[src/rtl/softstart_seq_ctrl.sv]
// Soft-start sequencer for the 5V step-down converter.
// Ramps the soft-start DAC code and gates driver enable / discharge.
module softstart_seq_ctrl #(
    parameter int CODE_W     = 8,
    parameter int DIV_W      = 8,
    parameter int PRECHG_CYC = 16,
    parameter int FAULT_HOLD = 64
) (
    input  logic              clk,
    input  logic              rstn,
    input  logic              CELV,
    input  logic              CELG,
    input  logic              SUB,
    input  logic              en,
    input  logic              uvlo,
    input  logic              ocp,
    input  logic [DIV_W-1:0]  ramp_div,
    input  logic [CODE_W-1:0] target,
    output logic [CODE_W-1:0] ss_code,
    output logic              drv_en,
    output logic              ss_done,
    output logic              discharge,
    output logic              fault,
    output logic [2:0]        state
);

    typedef enum logic [2:0] {
        S_IDLE   = 3'd0,
        S_PRECHG = 3'd1,
        S_RAMP   = 3'd2,
        S_DONE   = 3'd3,
        S_FAULT  = 3'd4
    } st_t;

    localparam int HOLD_MAX =
        (PRECHG_CYC > FAULT_HOLD) ? PRECHG_CYC : FAULT_HOLD;
    localparam int CNT_W = $clog2(HOLD_MAX + 1);

    localparam logic [CNT_W-1:0]  PRE_LAST  = CNT_W'(PRECHG_CYC - 1);
    localparam logic [CNT_W-1:0]  HOLD_LAST = CNT_W'(FAULT_HOLD - 1);
    localparam logic [CNT_W-1:0]  CNT_MAX   = '1;
    localparam logic [DIV_W-1:0]  DIV_MAX   = '1;
    localparam logic [CODE_W-1:0] CODE_MAX  = '1;

    st_t cur;
    st_t nxt;

    logic [CNT_W-1:0]  cnt;
    logic [CNT_W-1:0]  cnt_nxt;
    logic [DIV_W-1:0]  presc;
    logic [DIV_W-1:0]  presc_nxt;
    logic [CODE_W-1:0] code_nxt;

    logic active;
    logic trip;
    logic stop;
    logic step;

    // Supply/substrate pins carry no logic; fold them into a sink.
    logic unused_pins;
    assign unused_pins = ^{CELV, CELG, SUB};

    assign state = cur;

    // Fault and enable-drop qualifiers for the powered states.
    always_comb begin
        active = (cur == S_PRECHG) ||
                 (cur == S_RAMP)   ||
                 (cur == S_DONE);
        trip   = active && (ocp || uvlo);
        stop   = active && !en;
        step   = (cur == S_RAMP) && (presc >= ramp_div);
    end

    // Next-state decode; fault beats enable-drop beats normal flow.
    always_comb begin
        nxt = cur;
        if (trip) begin
            nxt = S_FAULT;
        end else if (stop) begin
            nxt = S_IDLE;
        end else begin
            unique case (cur)
                S_IDLE: begin
                    if (en && !uvlo)
                        nxt = S_PRECHG;
                end
                S_PRECHG: begin
                    if (cnt >= PRE_LAST)
                        nxt = S_RAMP;
                end
                S_RAMP: begin
                    if (target <= ss_code)
                        nxt = S_DONE;
                end
                S_DONE: begin
                    if (target > ss_code)
                        nxt = S_RAMP;
                end
                S_FAULT: begin
                    if (cnt >= HOLD_LAST)
                        nxt = S_IDLE;
                end
                default: nxt = S_IDLE;
            endcase
        end
    end

    // Dwell counter for precharge and fault hold-off, saturating.
    always_comb begin
        cnt_nxt = '0;
        if (!trip && !stop) begin
            if ((cur == S_PRECHG && cnt < PRE_LAST) ||
                (cur == S_FAULT && cnt < HOLD_LAST)) begin
                cnt_nxt = (cnt == CNT_MAX) ? cnt : cnt + 1'b1;
            end
        end
    end

    // Ramp prescaler: counts 0..ramp_div while the code is climbing.
    always_comb begin
        presc_nxt = '0;
        if (!trip && !stop && cur == S_RAMP &&
            target > ss_code && !step) begin
            presc_nxt = (presc == DIV_MAX) ? presc : presc + 1'b1;
        end
    end

    // Reference code: zero when unpowered, clamps down to target.
    always_comb begin
        code_nxt = ss_code;
        if (trip || stop) begin
            code_nxt = '0;
        end else begin
            unique case (cur)
                S_IDLE:   code_nxt = '0;
                S_PRECHG: code_nxt = ss_code;
                S_RAMP: begin
                    if (target < ss_code)
                        code_nxt = target;
                    else if (target > ss_code && step &&
                             ss_code != CODE_MAX)
                        code_nxt = ss_code + 1'b1;
                end
                S_DONE: begin
                    if (target < ss_code)
                        code_nxt = target;
                end
                S_FAULT:  code_nxt = '0;
                default:  code_nxt = '0;
            endcase
        end
    end

    // State register.
    always_ff @(posedge clk or negedge rstn) begin
        if (!rstn)
            cur <= S_IDLE;
        else
            cur <= nxt;
    end

    // Dwell counter and prescaler registers.
    always_ff @(posedge clk or negedge rstn) begin
        if (!rstn) begin
            cnt   <= '0;
            presc <= '0;
        end else begin
            cnt   <= cnt_nxt;
            presc <= presc_nxt;
        end
    end

    // Soft-start DAC code register.
    always_ff @(posedge clk or negedge rstn) begin
        if (!rstn)
            ss_code <= '0;
        else
            ss_code <= code_nxt;
    end

    // Registered status/control outputs decoded from the next state.
    always_ff @(posedge clk or negedge rstn) begin
        if (!rstn) begin
            drv_en    <= 1'b0;
            ss_done   <= 1'b0;
            discharge <= 1'b1;
            fault     <= 1'b0;
        end else begin
            drv_en    <= (nxt == S_RAMP) || (nxt == S_DONE);
            ss_done   <= (nxt == S_DONE);
            discharge <= (nxt == S_IDLE) || (nxt == S_FAULT);
            fault     <= (nxt == S_FAULT);
        end
    end

endmodule

[config.mk]
export PLATFORM = sky130hd
export DESIGN_NAME = softstart_seq_ctrl
export DESIGN_NICKNAME = d
export VERILOG_FILES = /design/src/rtl/softstart_seq_ctrl.sv
export SDC_FILE = /design/constraint.sdc
export NUM_CORES = 1
export LEC_CHECK = 0
export CORE_ASPECT_RATIO = 1.1
export CORE_MARGIN = 3
export CORE_UTILIZATION = 47
export DETAILED_ROUTE_END_ITERATION = 8
export GPL_TIMING_DRIVEN = 1
export PLACE_DENSITY = 0.74
export SKIP_CTS_REPAIR_TIMING = 1
export SLEW_MARGIN = 20
export SYNTH_ARGS = -nofsm -noshare
export SYNTH_HDL_FRONTEND = slang
export SYNTH_SLANG_ARGS = --single-unit
[constraint.sdc]
create_clock -name clk -period 2.07 [get_ports clk]
set_input_delay 0.414 -clock clk [delete_from_list [all_inputs] [get_ports clk]]
set_output_delay 0.414 -clock clk [all_outputs]
set_load 0.01 [all_outputs]
### Placement density heat map

Scale bar: 20 um. 7 x 8 tiles, from white (low) to dark blue (high), 0 to 100% covered.
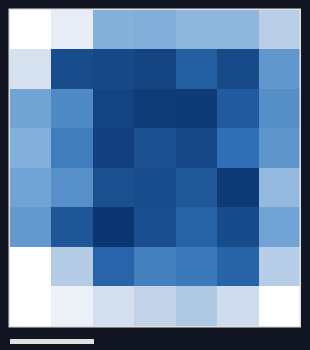
7.1% of the tiles are nearly empty. The mean over all tiles is 59%. The fullest tile reaches 98%. 41% of the tiles are over 75% full. The emptiest ninth of the die: lower left. The densest ninth of the die: center.

### I/O nets highlighted

Scale bar: 20 um.
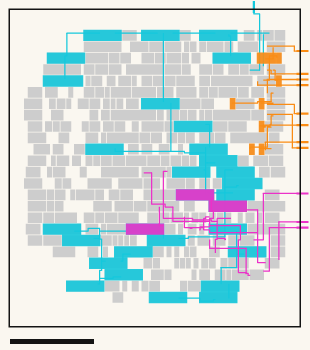
Key: `rstn` = cyan [bits 1, direction input, edge top, end cells 30, buffers 2, wire 267 um]; `state` = magenta [bits 3, direction output, edge right, end cells 3, buffers 4, wire 219 um]; `ramp_div` = orange [bits 8, direction input, edge right, end cells 8, buffers 8, wire 131 um]

### Cell outlines without signal wires

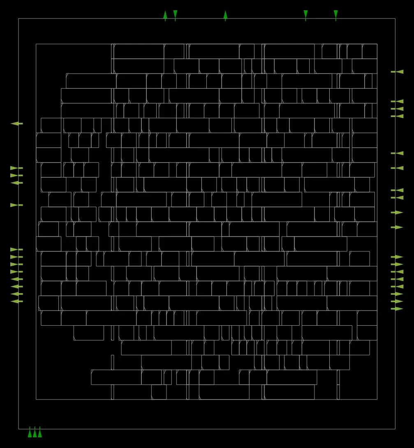
count of sequential standard cells: 30
Core Area: 4080 sq um

-- per-stage QoR --
step / area, sq um / cells
after detailed placement: 2710 / 336
after CTS: 2820 / 344
after floorplan: 2080 / 222
after global routing: 3160 / 354
final: 3160 / 354
after global placement: 2710 / 336
-- state kept, by name, indices dropped and copies added (netlist names) --
signal / cells
fault: 1
discharge: 1
drv_en: 1
presc: 8
ss_code: 8
ss_done: 1
cnt: 7
state: 3
-- power by group through the flow --
stage                     logic [mW]  clock network (mW)  registers [mW]
final                          0.516               0.622           0.721
after global placement         0.456                   0           0.726
after global routing           0.559               0.657           0.734
after detailed placement       0.467                   0           0.731
after CTS                      0.470               0.623           0.720
after floorplan                0.253                   0           0.732
-- worst max-delay path by stage --
stage | to | slack [ps]
global placement | ss_code[1] | -490
CTS | ss_code[7] | -270
floorplan | ss_code[0] | -160
detailed placement | ss_code[1] | -530
global route | ss_code[7] | -190
finish | ss_code[1] | -110
-- worst reg2reg max path, cell delays in order (launching register included) --
cell and delay (ps):
sky130_fd_sc_hd__dfrtp_1 360, sky130_fd_sc_hd__inv_1 50, sky130_fd_sc_hd__ha_1 290, sky130_fd_sc_hd__nor2b_1 130, sky130_fd_sc_hd__o211ai_1 270, sky130_fd_sc_hd__a21oi_4 150
sky130_fd_sc_hd__o31ai_4 240, sky130_fd_sc_hd__and2_4 260, sky130_fd_sc_hd__mux2_4 320
-- logic make-up after synthesis --
logic type / synth area share [%]
AOI/OAI and AO/OA: 21.5
xor gates and xnor gates: 1.70
adders and majority gates: 11.6
buffers and inverters: 5.11
DFF: 36.5
muxes: 2.98
and+or+nand+nor: 20.7
==> results.txt <==
Item: results of the latest flow run.

- The flow ran to the end, but the final reports show violations.
- The checks that failed: negative setup slack.
- The final-report setup violation count is 8.
- The commonest cells after synthesis are sky130_fd_sc_hd__dfrtp_1, sky130_fd_sc_hd__ha_1, sky130_fd_sc_hd__inv_1, sky130_fd_sc_hd__nand3_1, sky130_fd_sc_hd__nor2_1.
- The critical path is of the reg2reg type.
- The synthesis log from Yosys contains 0 warnings.
- For this block, wires on met1 add up to 2480 um.
- The worst setup slack before clock tree synthesis is -528 ps.
- The clock input transition at the sequential cells of the worst setup and hold paths is 70 ps.
- The pin closest to its max-slew limit shows a slew of 467 ps.
- The critical path launch point is ss_code[1].
- The sequential share of power is 38.8%.
- The footprint of the multi-input gates is 1430 sq um.
- The largest net degree at the start of global routing is 31.
- The initial utilization of the core area, before any placement, comes to 50.4%.
- TritonCTS built the clock tree.
- The met2 layer usage reported by global route is 35.7%.
- The data arrival time reported for the critical path is 2350 ps.
- The data-path buffer share of cell area in the final layout is 22.9%.
- Static timing analysis puts the maximum clock frequency at 0.460 GHz.
- The number of global-route vias before repair is 1921.
- The max-capacitance violation count is 0.
- The leakage power summed over all cells is 1.46 nW.
- The deepest clock path buffer count is 2.
- The total half-perimeter wirelength after legalization and detailed placement is 3750 um.
- The count of non-CTS buffers in the layout is 78.
- The layout summary lists the proportion of cells stronger than drive strength 1 as 32.1%.
- The synthesis area per yosys is 2060 sq um.
- CTS added clock buffers totalling 5.
- Per the breakdown, switching nets consume 30.1% of all power.
- Summed over its instances, the top area cell type makes up 35.3% of the synthesized netlist area.
- The critical path maximum fanout is 8.
- According to the floorplan report, the total die area is 5210 sq um.
- The power report attributes to the combinational group a share of 27.7%.
- The endpoint identified for the worst register-to-register timing path is ss_code[1].
- The global routing report lists combined usage of all routing layers as 21.3%.
- The maximum level of the CTS H-tree is 2.
- The worst setup margin is -105 ps.
- The DRC violations left is 0.
- The filler cells instantiated in the layout total 271.
- The post-synth count of flops with an enable pin is 0.
- Clock tree synthesis selected as its root buffer the cell sky130_fd_sc_hd__clkbuf_8.
- The flip-flop and latch count after synthesis is 30.
- According to the hold report, the worst path is of the in2async type.
- The portion of the post-synthesis area used by sequential elements is 36.5%.
- In this run the mean area of a mapped cell was 9.27 sq um.
- According to the floorplan report, the die width is 69.1 um.
- The final clock period utilization by the worst path is 105%.
- The insertion delay at the late pin of the worst-skew pair is 290 ps.
- Per the detail_route report, the via count comes to 2130.
- The first global-routing pass estimated 8800 um of wire.
- The final global-route overflow total is 0.
- The type of destination of the critical path is a register.
- The leading cell category by total area is logic gates.
- The synthesized netlist net count is 265.
- The post-detailed-route via-to-cell ratio is 6.02.
- Sorting the Yosys area breakdown by cell type puts at the top sky130_fd_sc_hd__dfrtp_1.
- Per STA, the worst path accumulates the most delay in the family AND-OR/OR-AND gates.
- Setup repair after global routing could not meet its margin everywhere.
- The highest ir drop seen on vdd is 330 uV.
- After synthesis, the cell types taking the most area are sky130_fd_sc_hd__dfrtp_1, sky130_fd_sc_hd__ha_1, sky130_fd_sc_hd__nand3_1.
- The count of nets left with antenna violations once routing finished came out at 0.
- The cell area that synthesis handed to floorplanning was 2060 sq um.
- Per the cell usage report, the commonest logic cell in the layout is sky130_fd_sc_hd__buf_4.
- Clock skew on the completed layout was measured at 3.81 ps.
- met2 is the most crowded layer.
- From synthesis to final layout, the design area changed by 53.6%.
- After floorplanning, the core was divided into 24 placement rows.
- Signal routing reaches up to met4.
- The max-slew check reports its worst relative slack as 68.8%.
- The share of final layout cell area taken by clock buffers and inverters is 3.68%.
- The dominant register cell in the synthesized netlist is sky130_fd_sc_hd__dfrtp_1.
- The number of antenna violations at the first check in global routing is 0.
- The minimum setup slack among reg-to-reg paths is -110 ps.
- The total power divided by cell area is 588 nW/um^2.
- The cell count along the critical path is 8.
- The most frequently used cell type in the post-synthesis netlist is sky130_fd_sc_hd__dfrtp_1.
- The required time at the worst endpoint is listed as 2240 ps.
- The total clock sinks is 30.
- The switching power of the nets is 0.560 mW.
- The number of logic gates is 166.
- The first TritonRoute pass finished after 5 iterations.
- The weighted congestion at the end of routability-driven global placement is 0.900.
- Pins over their slew limit in the final report were tallied at 0.
- Global routing used 5.94% of the available met3 tracks.
- The critical path goes through inv_1, ha_1, nor2b_1, o211ai_1, a21oi_4, o31ai_4, and2_4, mux2_4.
- The worst setup path is launched from a register.
- For this run, the slowest stage of the critical path takes 360 ps.
- For this run, the script counts the antenna cells in the layout as 0.
- The share of power burned in the clock network is 33.5%.
- The floorplan step set the die height to 75.4 um.
- The gate count of the mapped netlist is 222.
- Warnings raised by the tools during the run amount to 31.
- The number of standard cells reported by yosys is 222.
- The setup TNS is -460 ps.
- The number of logic inverters in the finished layout is 20.
- The number of hold violations in the final report is 0.
- The buffering stage count on the worst path with inverters included is 1.
- The I/O pin total is 39.
- In this run the critical register-to-register path is launched from ss_code[1].
- The worst reg-to-reg path cell count is 8.
- After detailed routing, the met2 layer carries 3250 um of wire.
- The total chip power is 1.86 mW.
- The tally of buffers added on design ports is 35.
- The wire length recorded after detailed routing is 6310 um.
- The internal power of the cells totals 1.30 mW.
- In the final routed layout, each cell accounts on average for 17.8 um.
- The routed design could run at a clock period as short as 2180 ps.
- The flow inserted 52 tap cells.
- Per the STA report, the cell with the highest stage delay on the worst path is sky130_fd_sc_hd__dfrtp_1.
- The violation tally recorded at the end of detailed-routing iteration 0 is 184.
- The total length of routed met3 wires is 411 um.
- After synthesis, the netlist uses 52 different library cells.
- The number of nets in the finished design is 344.
- Counting the clock-network buffers in the layout gives 7.
- The flop share of the area is 23.8%.
- The fraction of synthesis flops using an asynchronous set or reset pin is 100%.
- The tightest hold path in the finished design has a slack of 521 ps.
- The met1 demand-to-capacity share in global routing is 25.7%.
- The sequential cells in the finished layout cover a total of 753 sq um.
- For this run, the share of the core covered by cells in the final layout is 77.4%.
- Ranking logic cells in the layout by count gives the top entries sky130_fd_sc_hd__buf_4, sky130_fd_sc_hd__dfrtp_1, sky130_fd_sc_hd__clkdlybuf4s50_1, sky130_fd_sc_hd__nand3_1, sky130_fd_sc_hd__dlymetal6s2s_1.
- The logic share of the area is 45.1%.
Power and IR drop assume default switching activity.
